### config.mk
export PLATFORM = sky130hd
export DESIGN_NAME = prog_fetch_unit
export DESIGN_NICKNAME = d
export VERILOG_FILES = /design/src/rtl/prog_fetch_unit.sv
export SDC_FILE = /design/constraint.sdc
export NUM_CORES = 1
export LEC_CHECK = 0
export ABC_AREA = 0
export CAP_MARGIN = 15
export CELL_PAD_IN_SITES_DETAIL_PLACEMENT = 1
export CELL_PAD_IN_SITES_GLOBAL_PLACEMENT = 1
export CORE_ASPECT_RATIO = 0.5
export CORE_UTILIZATION = 54
export CTS_CLUSTER_DIAMETER = 120
export CTS_CLUSTER_SIZE = 28
export DETAILED_ROUTE_END_ITERATION = 12
export PLACE_DENSITY_LB_ADDON = 0.1
export SYNTH_ARGS = -nofsm -noshare
export SYNTH_HDL_FRONTEND = slang
export SYNTH_SLANG_ARGS = --single-unit
### constraint.sdc
create_clock -name clk1 -period 5.26 [get_ports clk1]
set_clock_uncertainty 0.15 [all_clocks]
set_input_delay 1.052 -clock clk1 [delete_from_list [all_inputs] [get_ports clk1]]
set_output_delay 1.052 -clock clk1 [all_outputs]
set_load 0.02 [all_outputs]
### src/rtl/prog_fetch_unit.sv
// rtl/prog_fetch_unit.sv - program store and fetch stage (optional Jump via PROG_FETCH_JUMP_EN)
module prog_fetch_unit #(
    parameter int DEPTH = 8,
    parameter int AW    = 3,
    parameter int NIB   = 4
) (
    input  logic           clk1,
    input  logic           MainClearN,
    input  logic           prog_en,
    input  logic [NIB-1:0] prog_nib,
    input  logic           prog_strobe,
    output logic           prog_done,
    input  logic           fetch_req,
    output logic [NIB-1:0] instr_op,
    output logic [NIB-1:0] instr_arg,
    output logic           instr_valid,
    output logic [AW-1:0]  pc,
    output logic           halt
);

    typedef enum logic [2:0] {
        IDLE    = 3'd0,
        LOAD_HI = 3'd1,
        LOAD_LO = 3'd2,
        RUN     = 3'd3,
        HALT    = 3'd4
    } state_t;

    localparam logic [NIB-1:0] OP_HALT = {NIB{1'b1}};
`ifdef PROG_FETCH_JUMP_EN
    localparam logic [NIB-1:0] OP_JUMP = NIB'(6);
`endif

    state_t             state_q, state_d;
    logic [AW-1:0]      pc_q, pc_d;
    logic [AW-1:0]      wr_ptr_q, wr_ptr_d;
    logic [NIB-1:0]     hi_q, hi_d;
    logic               done_q, done_d;
    logic               halt_q, halt_d;
    logic               valid_q, valid_d;
    logic               req_q, req_d;
    logic [NIB-1:0]     op_q, op_d;
    logic [NIB-1:0]     arg_q, arg_d;
    logic               wr_en;
    logic [2*NIB-1:0]   mem_q [DEPTH];
    logic [2*NIB-1:0]   rd_word;
    logic [NIB-1:0]     rd_op;
    logic [NIB-1:0]     rd_arg;
    logic               in_load;

    assign rd_word = mem_q[pc_q];
    assign rd_op   = rd_word[2*NIB-1:NIB];
    assign rd_arg  = rd_word[NIB-1:0];
    assign in_load = (state_q == LOAD_HI) || (state_q == LOAD_LO);

    // Next-state logic: programming entry overrides everything; a request seen
    // at one edge (req_q) is served at the following edge from mem[pc].
    always_comb begin
        state_d  = state_q;
        pc_d     = pc_q;
        wr_ptr_d = wr_ptr_q;
        hi_d     = hi_q;
        done_d   = done_q;
        halt_d   = halt_q;
        valid_d  = 1'b0;
        req_d    = 1'b0;
        op_d     = op_q;
        arg_d    = arg_q;
        wr_en    = 1'b0;

        if (prog_en && !in_load) begin
            state_d  = LOAD_HI;
            wr_ptr_d = '0;
            done_d   = 1'b0;
            halt_d   = 1'b0;
        end else begin
            case (state_q)
                IDLE: begin
                    if (fetch_req) begin
                        state_d = RUN;
                        req_d   = 1'b1;
                    end
                end
                RUN: begin
                    req_d = fetch_req;
                    if (req_q) begin
                        op_d    = rd_op;
                        arg_d   = rd_arg;
                        valid_d = 1'b1;
                        if (rd_op == OP_HALT) begin
                            halt_d  = 1'b1;
                            state_d = HALT;
                            req_d   = 1'b0;
`ifdef PROG_FETCH_JUMP_EN
                        end else if (rd_op == OP_JUMP) begin
                            pc_d = rd_arg[AW-1:0];
`endif
                        end else begin
                            pc_d = pc_q + AW'(1);
                        end
                    end
                end
                LOAD_HI: begin
                    if (!prog_en) begin
                        state_d = IDLE;
                    end else if (prog_strobe) begin
                        hi_d    = prog_nib;
                        state_d = LOAD_LO;
                    end
                end
                LOAD_LO: begin
                    if (!prog_en) begin
                        state_d = IDLE;
                    end else if (prog_strobe) begin
                        wr_en    = 1'b1;
                        wr_ptr_d = wr_ptr_q + AW'(1);
                        if (wr_ptr_q == AW'(DEPTH - 1)) begin
                            done_d  = 1'b1;
                            state_d = IDLE;
                        end else begin
                            state_d = LOAD_HI;
                        end
                    end
                end
                HALT: begin
                    state_d = HALT;
                end
                default: begin
                    state_d = IDLE;
                end
            endcase
        end
    end

    // Control and output registers.
    always_ff @(posedge clk1 or negedge MainClearN) begin
        if (!MainClearN) begin
            state_q  <= IDLE;
            pc_q     <= '0;
            wr_ptr_q <= '0;
            hi_q     <= '0;
            done_q   <= 1'b0;
            halt_q   <= 1'b0;
            valid_q  <= 1'b0;
            req_q    <= 1'b0;
            op_q     <= '0;
            arg_q    <= '0;
        end else begin
            state_q  <= state_d;
            pc_q     <= pc_d;
            wr_ptr_q <= wr_ptr_d;
            hi_q     <= hi_d;
            done_q   <= done_d;
            halt_q   <= halt_d;
            valid_q  <= valid_d;
            req_q    <= req_d;
            op_q     <= op_d;
            arg_q    <= arg_d;
        end
    end

    // Program store: cleared to Nop on reset, written one word per low-nibble strobe.
    always_ff @(posedge clk1 or negedge MainClearN) begin
        if (!MainClearN) begin
            for (int i = 0; i < DEPTH; i++) begin
                mem_q[i] <= '0;
            end
        end else if (wr_en) begin
            mem_q[wr_ptr_q] <= {hi_q, prog_nib};
        end
    end

    assign prog_done   = done_q;
    assign instr_op    = op_q;
    assign instr_arg   = arg_q;
    assign instr_valid = valid_q;
    assign pc          = pc_q;
    assign halt        = halt_q;

endmodule

**Local utilization**

Drawn at 3 px/µm. 13 x 6 tiles, from black (low) to pale yellow (high), 0 to 100% covered.
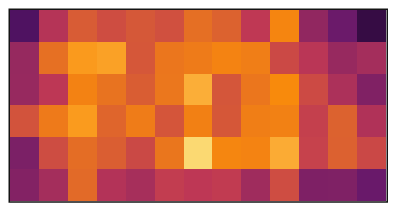
emptiest ninth of the die	north-east
fullest tile	92%
mean over tiles	57%
tiles over 75% full	7.7%

**Close-up of the layout**

Region (50, 19) to (75, 44) µm. Cells in grey, sequential cells in the stronger grey; small squares are vias.
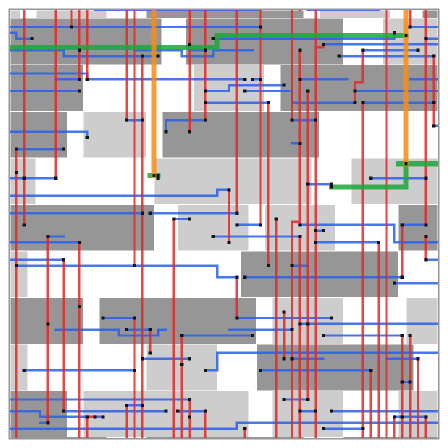
colour	layer
orange	met4
red	met2
blue	met1
green	met3
cells with their middle in the window	19
sequential cells in the window	8
netlist names of flops here include	mem_q (5), hi_q (3)
most frequent	dfrtp_1 (8), mux2_2 (6), clkdlybuf4s50_1 (2)

**Clock distribution**

Drawn at 6 px/µm.
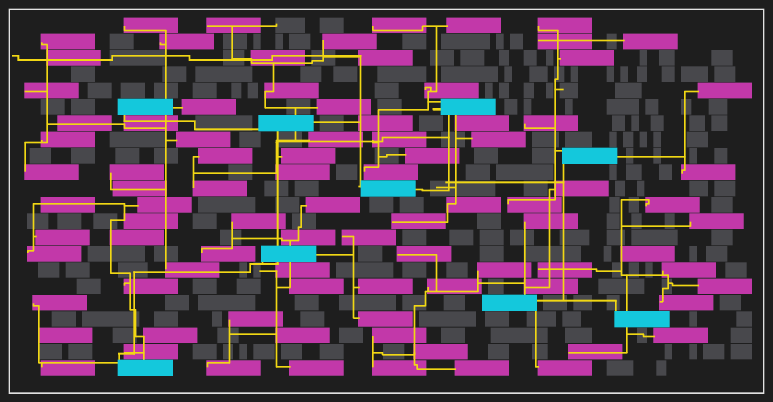
[magenta] flip-flops | count: 89
[cyan] cells driving clock nets | count: 9
[yellow] clock wires | length: 1140 µm
routed clock nets	10

**Clock wiring as the flow saved it**

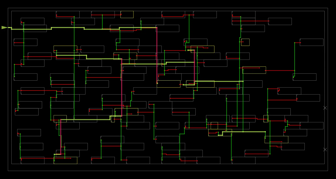
cts bufs inserted: 9
Clock buffer cells: 12

**Placement by cell class**

Drawn at 4 px/µm. Fill, decap, tap and diode cells in grey.
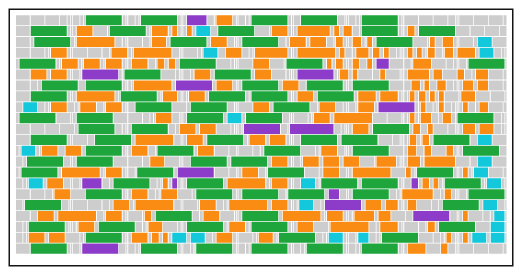
colour	class	cells	share of their area
green	flip-flops	89	49%
cyan	other buffers and delay cells	23	4.9%
orange	all other logic	176	40%
purple	clock drivers and dummy loads	16	6.7%

==> results_slide.txt <==
Physical Implementation Snapshot

Timing
  – Fin crit share: 63.69%
  – RSZ-0062 raised after global routing: false
  – Fin crit period: 3.350 ns
  – Worst slew margin: 30.26%
  – Max-slew violation count: 0
  – Worst Tran Pin Value: 1.046 ns
  – Max Freq: 298.5 MHz

Global route
  – Vias in the first global route: 2625
  – Initial antenna violation count: 0
  – Total GRT Usage: 25.18%

Run status
  – Status: finished with violations
  – Failing checks: DRC

Worst setup path
  – Max incr delay on CP: 1.03 ns
  – FF-to-FF path depth: 5
  – Crit path DRT: 4.06 ns
  – Worst R2R End: pc[1]
  – Crit-path leading delay family: flip-flops
  – Bufs and invs on worst path: 1
  – RR Startpoint: pc[0]
  – Worst Path Max Fanout: 19
  – Crit path launch type: flip-flop
  – Worst setup EP type: primary output

Synthesis
  – Cells after synthesis: 276
  – Top_reg_cell synth: dfrtp_1
  – Mux frac, synth: 31.42%
  – Main logic family: multiplexers
  – Ys async rst share: 100.0%
  – Post-synthesis sequential area ratio: 54.09%
  – Adder share: 0.9116%
  – Post-Syn Area: 4118 µm²
  – Yosys cell count: 276
  – Syn nets: 288
  – Xor/xnor share: 0.8508%
  – Synthesized flop and latch total: 89
  – YS chip area: 4118 µm²
  – Post-synth EDFFs: 0

Cells and area
  – Finished Cell Area: 4696 µm²
  – N_diodes: 0
  – Final-layout fill cell count: 692
  – Layout cells sized above 1: 22.70%
  – End-of-flow core utilization: 63.89%
  – Area grow syn2layout: 14.04%
  – Total Nets Final: 311

CTS
  – TritonCTS Sinks: 89
  – Worst-path clk slew: 0.06 ns
  – TritonCTS clock tree: built
  – Hold_buf cts: 0
  – # resized after CTS: 0
  – Post-CTS Setup Bufs: 0
  – CTS Buffer Depth: 2

Floorplan
  – Die width: 125.5 µm
  – I/O Pins: 23
  – Core Region: 7350 µm²
  – Rows: 22

Pwr
  – Switching pwr: 0.6528 mW
  – Internal power: 1.460 mW
  – Clock group share of total power: 31.3%
  – Combinational cell fraction of total power: 22.5%
  – Part of the power in registers: 46.2%
  – Sw Share: 30.90%

Drt
  – Initial drt markers: 114
  – Vias/cell: 6.023
  – DR vias: 2409
  – Total Wirelength: 8736 µm
  – DRT antenna net count: 0
  – Drt wl/cell: 21.84 µm
  – # DRC: 2

Job
  – Maxcap violations: 0
  – OpenROAD warnings: 26

Place
  – Final GP Congestion: 0.7800
  – Post-DP HPWL: 5614 µm
  – Placed cell area: 4388 µm²
  – Quantity of I/O buffers inserted on ports: 22

Worst hold path
  – WHS Path Cells: 1
  – Hold Path Sink: mem_q[25]
layout make-up:
| class | count | area (µm²) | area share, % |
|---|---|---|---|
| flip-flops and latches | 89 | 2227 | 47.43 |
| multi-input cells | 174 | 1808 | 38.50 |
| clock buffers | 12 | 256.5 | 5.462 |
| repair buffers | 23 | 225.2 | 4.796 |
| well taps | 96 | 120.1 | 2.558 |
| clock inverters | 4 | 51.30 | 1.092 |
| inverters | 2 | 7.507 | 0.1599 |
cell usage in the layout, fill, tap and decap left out, types with 4 or more instances in the layout:
cell type | synthesis | final
mux4_1 | 15 | 15
o21ai_1 | 9 | 9
a21oi_1 | 4 | 4
nand2_1 | 20 | 20
mux2_1 | 30 | 30
clkdlybuf4s50_1 | 0 | 21
nor2_1 | 8 | 8
nand3_1 | 5 | 5
mux2_2 | 39 | 39
mux2i_1 | 5 | 5
dfrtp_1 | 89 | 89
clkbuf_16 | 0 | 9
nor2b_1 | 4 | 4
per-stage QoR:
stage          power, mW  setup WS [ns]  hold slack [ns]  std cells
6_report           2.113          1.910           0.3324        400
5_1_grt            2.210          1.851           0.3567        400
4_1_cts            2.133          1.912           0.3351        400
3_5_place_dp       1.465          1.786           0.3207        384
3_3_place_gp       1.430          1.818           0.3103        384
2_1_floorplan      1.308          2.648           0.2991        276
power by group through the flow:
stage | Combinational [mW] | Sequential, mW | Clock [mW]
floorplan | 0.398 | 0.910 | 0
global placement | 0.456 | 0.973 | 0
detailed placement | 0.477 | 0.988 | 0
CTS | 0.483 | 0.976 | 0.673
global route | 0.516 | 0.999 | 0.695
finish | 0.475 | 0.976 | 0.661
cells in the mapped netlist (2+ instances only):
cell	number	area (µm²)
buf_4	2	15.01
nor2b_1	4	25.02
mux2_2	39	439.2
nand2_1	20	75.07
mux2i_2	2	27.53
dfrtp_1	89	2227
ha_1	3	37.54
xor2_1	2	17.52
mux2i_1	5	50.05
nand3b_1	3	22.52
o22ai_1	2	12.51
nor2_1	8	30.03
nand3_1	5	25.02
mux2_1	30	337.8
a21oi_1	4	20.02
inv_1	2	7.510
o21ai_1	9	45.04
clkbuf_1	5	18.77
nand4_1	2	12.51
nor2_2	2	12.51
buf_2	2	10.01
o21ai_0	3	15.01
xnor2_1	2	17.52
mux4_1	15	394.1
routing by layer:
metal	share of wire (%)	GRT usage (%)	up-vias
li1	-	-	1080
met1	48	33.81	1285
met2	47	40.83	34
met3	3.7	6.198	10
met4	0.80	8.232	0
met5	0	0	-
worst max path at each step:
stage,startpoint,to,slack (ns),cells after the start
after floorplan,prog_en,mem_q[52],2.65,5
after global placement,prog_en,mem_q[52],1.82,5
after detailed placement,prog_en,mem_q[18],1.79,5
after CTS,pc[0],pc[0],1.91,1
after global routing,pc[0],pc[0],1.85,1
final,pc[0],pc[0],1.91,1
state kept, by name, indices dropped and copies added, names as in the netlist:
| name | flops |
|---|---|
| mem_q | 64 |
| hi_q | 4 |
| instr_arg | 4 |
| instr_op | 4 |
| pc | 3 |
| state_q | 3 |
| wr_ptr_q | 3 |
| halt | 1 |
| instr_valid | 1 |
| prog_done | 1 |
| req_q | 1 |
Power figures rest on the tool's default switching activity, not on a simulated workload.
